<file path="src/rtl/prod_accum.sv">
`default_nettype none
// ============================================================================
//  Module   : prod_accum
//  Purpose  : Sums N_TERMS unsigned 4-bit products from the 2x2 multiplier
//             stage into an ACC_W-bit result. The result is handed off with a
//             valid/ready handshake. A sticky carry-out flag marks a wrapped
//             sum.
//  Ports    : clk        - single clock, all state updates on the rising edge
//             rst        - asynchronous active-high reset
//             start      - pulse that begins a new accumulation (IDLE only)
//             product    - 4-bit unsigned product
//             in_valid   - product is valid this cycle
//             in_ready   - block accepts a product this cycle (ACC)
//             sum        - registered accumulated result
//             out_valid  - sum is complete and stable (DONE)
//             out_ready  - consumer accepts sum
//             busy       - high in ACC or DONE
//             ovf        - sticky carry-out flag for the current result
//  Revision : 1.0  initial release
// ============================================================================
module prod_accum #(
    parameter int N_TERMS = 4,   // products per result, 1..255
    parameter int ACC_W   = 8    // accumulator width, >= 4
) (
    input  logic             clk,
    input  logic             rst,
    input  logic             start,
    input  logic [3:0]       product,
    input  logic             in_valid,
    output logic             in_ready,
    output logic [ACC_W-1:0] sum,
    output logic             out_valid,
    input  logic             out_ready,
    output logic             busy,
    output logic             ovf
);

    typedef enum logic [1:0] {
        S_IDLE = 2'd0,
        S_ACC  = 2'd1,
        S_DONE = 2'd2
    } state_t;

    // Count value at which the incoming product is the final term.
    localparam logic [7:0] c_last_cnt = 8'(N_TERMS - 1);

    state_t           r_state;
    logic [7:0]       r_cnt;
    logic [ACC_W-1:0] r_sum;
    logic             r_ovf;
    logic             r_in_ready;
    logic             r_out_valid;
    logic             r_busy;

    // One extra bit on the adder captures the carry out of bit ACC_W-1.
    logic [ACC_W:0]   w_add;
    assign w_add = {1'b0, r_sum} + {{(ACC_W-3){1'b0}}, product};

    // Handshake outputs are registered alongside the state, so each
    // transition also loads the output values of the state being entered.
    always_ff @(posedge clk or posedge rst) begin
        if (rst) begin
            r_state     <= S_IDLE;
            r_cnt       <= 8'd0;
            r_sum       <= '0;
            r_ovf       <= 1'b0;
            r_in_ready  <= 1'b0;
            r_out_valid <= 1'b0;
            r_busy      <= 1'b0;
        end else begin
            case (r_state)
                S_IDLE: begin
                    if (start) begin
                        r_state    <= S_ACC;
                        r_cnt      <= 8'd0;
                        r_sum      <= '0;
                        r_ovf      <= 1'b0;
                        r_in_ready <= 1'b1;
                        r_busy     <= 1'b1;
                    end
                end
                S_ACC: begin
                    if (in_valid) begin
                        r_sum <= w_add[ACC_W-1:0];
                        r_cnt <= r_cnt + 8'd1;
                        if (w_add[ACC_W]) begin
                            r_ovf <= 1'b1;
                        end
                        if (r_cnt == c_last_cnt) begin
                            r_state     <= S_DONE;
                            r_in_ready  <= 1'b0;
                            r_out_valid <= 1'b1;
                        end
                    end
                end
                S_DONE: begin
                    if (out_ready) begin
                        r_state     <= S_IDLE;
                        r_out_valid <= 1'b0;
                        r_busy      <= 1'b0;
                    end
                end
                default: begin
                    // Unreachable encoding: recover to a quiet IDLE.
                    r_state     <= S_IDLE;
                    r_in_ready  <= 1'b0;
                    r_out_valid <= 1'b0;
                    r_busy      <= 1'b0;
                end
            endcase
        end
    end

    assign in_ready  = r_in_ready;
    assign out_valid = r_out_valid;
    assign busy      = r_busy;
    assign sum       = r_sum;
    assign ovf       = r_ovf;

endmodule
`default_nettype wire
</file>
<file path="config.mk">
export PLATFORM = sky130hd
export DESIGN_NAME = prod_accum
export DESIGN_NICKNAME = d
export VERILOG_FILES = /design/src/rtl/prod_accum.sv
export SDC_FILE = /design/constraint.sdc
export NUM_CORES = 1
export LEC_CHECK = 0
export CAP_MARGIN = 20
export CORE_ASPECT_RATIO = 1.4
export CORE_MARGIN = 3
export CORE_UTILIZATION = 51
export DETAILED_ROUTE_END_ITERATION = 8
export PLACE_DENSITY = 0.77
export RECOVER_POWER = 50
export SLEW_MARGIN = 30
export SYNTH_ARGS = -nofsm -noshare
export SYNTH_HDL_FRONTEND = slang
export SYNTH_SLANG_ARGS = --single-unit
export TNS_END_PERCENT = 5
</file>
<file path="constraint.sdc">
create_clock -name clk -period 2 [get_ports clk]
set_input_delay 0.4 -clock clk [delete_from_list [all_inputs] [get_ports clk]]
set_output_delay 0.4 -clock clk [all_outputs]
set_load 0.05 [all_outputs]
</file>
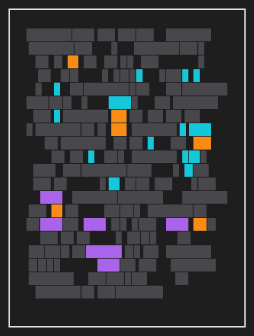
Figure 1: gate families picked out.
colour	family	cells
cyan	nor cells	14
purple	fa/ha/maj cells	6
orange	and/or cells	6

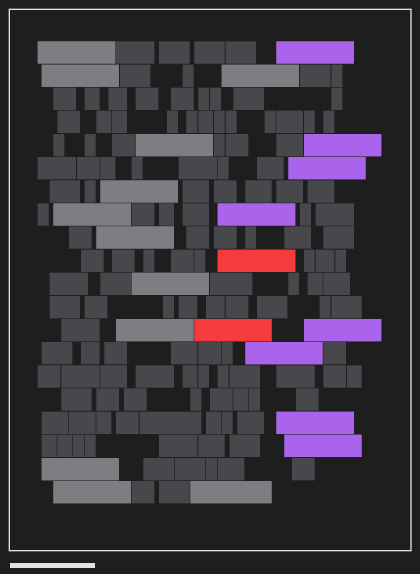
Figure 2: register map, names as in the netlist.
The bar under the picture is 10 microns long. Other sequential cells in the stronger grey, the rest of the logic in the fainter grey.
colour	signal	placed flops
red	`r_state`	2
purple	`r_cnt`	8
not coloured	12
FF/Latch Area: 552 sq um
Flop+latch power: 0.789 mW
flop share of the area: 35.9%

==> flow_summary.toml <==
# implementation run metrics
[global_routing]
grt_pass1_wl_microns = 4660
met1_usage_pct = 24.0
antenna_found_initial = 0
grt_pass1_vias = 1042
overflow = 0

[logic_synthesis]
yosys_warnings = 0
yosysSeqAreaShare_pct = 45.7
netlist_instances = 122
ff_type = "dfrtp_1"
fa_ha_area_share_pct = 6.86
synth_cell_types = 36
syn_avg_cell_area_sq_um = 9.87
ys_async_sr_fraction_pct = 100
ys_sh_mux_pct = 2.49
top_cells_by_area = "dfrtp_1 46%, nand2_1 5.9%, ha_1 5.2%"

[cts]
clk_pin_slew_ns = 0.12
post_cts_resized = 0
clkLatencyLatePin_ns = 0.31
numCtsBuffers = 3
root_buffer = "clkbuf_4"
cts_max_level = 1
cts_setup_buffers = 0
cts_tree = "built"
clock_sinks = 22

[worst_setup_path]
cp_data_arrival_time_ns = 1.52
r2r-end = "sum[6]$_DFFE_PP0P_"
worstPathMaxFanout = 4
critPathBufInv = 1
cp.depth = 1
reg2reg_from = "sum[0]$_DFFE_PP0P_"
slowest_delay_ns = 0.80
worstSetupPathType = "reg -> out"
slowest_stage = "clkdlybuf4s50_1"

[timing]
hold_violations = 0
slew_headroom_pct = 20.4
finalSetupTns_ns = 0
slew_viol_final = 0
finalClockSkew_ns = 0.00294
fin_crit_sh_pct = 95.9

[route]
first_pass_iters = 5
wl_met2_microns = 1490
routed-wl-met3_microns = 71
drt_iter0_drc = 14
num_vias = 1017
ant_nets = 0

[floorplanning]
die-height_microns = 63.5
die_w_microns = 47.1
taps = 22
die-area_sq_mm = 0.00299

[layout]
layout_top_cell = "dfrtp_1"
dominant_cells = "multi-input combinational cells"
nFlopsAndLatches = 22
buffer_area_share_pct = 18.7
final-clk-cell-share_pct = 2.36
area.combinational_sq_um = 613
fin_area_sq_mm = 0.00154
nNetsFinal = 171
sh_comb_area_pct = 39.9
most-common-layout-cells = "21 x dfrtp_1, 19 x nand2_1, 13 x clkdlybuf4s50_1, 13 x buf_4, 9 x nor2_1"
n_antenna_cell = 0
finalNonFillerCells = 177
fill_cells = 195

[place]
dpl_worst_slack_ns = -0.266
place_area_sq_mm = 0.00151
placedCellCount = 173
hpwl_microns = 2040

[hold_path]
hold_path_end = "busy$_DFFE_PP0P_"
min_path_type = "reg -> reg"
min_from = "busy$_DFFE_PP0P_"

[run]
tool_warnings = 26

[status]
status = "complete, no violations"

[pwr]
ir_worst_vdd_mv = 0.994
pwr_density_cell_mw_per_mm2 = 1470
leakage_nw = 0.747
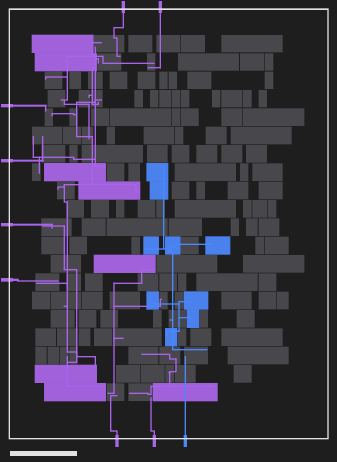
Figure 3: I/O nets highlighted.
The bar under the picture is 10 microns long.
colour	port	bits	direction	end cells	buffers	wire
purple	`sum`	8	output	8	8	309 microns
blue	`in_valid`	1	input	9	2	71.3 microns
# IOs: 21
PortBufs: 20

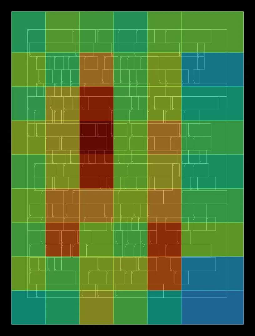
Figure 4: track usage over the die.
DR WL/cell: 15.0 microns
final core utilization: 69.7%
All-Layer GR Usage: 21.0%
met3 Use GR: 3.43%

power breakdown:
| group | switching [mW] | leakage (nW) | internal (mW) | total (mW) |
|---|---|---|---|---|
| logic | 0.724 | 0.448 | 0.492 | 1.22 |
| registers | 0.184 | 0.278 | 0.606 | 0.789 |
| clock network | 0.136 | 0.0210 | 0.111 | 0.247 |
| total | 1.04 | 0.747 | 1.21 | 2.25 |
stage by stage:
stage	hold WS [ns]	total power, mW
after CTS	0.410	2.29
after floorplan	0.389	1.58
after global routing	0.535	2.42
after global placement	0.462	1.99
final	0.501	2.25
after detailed placement	0.473	2.03
worst min-delay path, cell delays in order (launching register included):
cell,delay (ns)
dfrtp_1,0.37
nand2_1,0.05
nand2_1,0.06
Power is estimated from default activity; no workload was simulated.
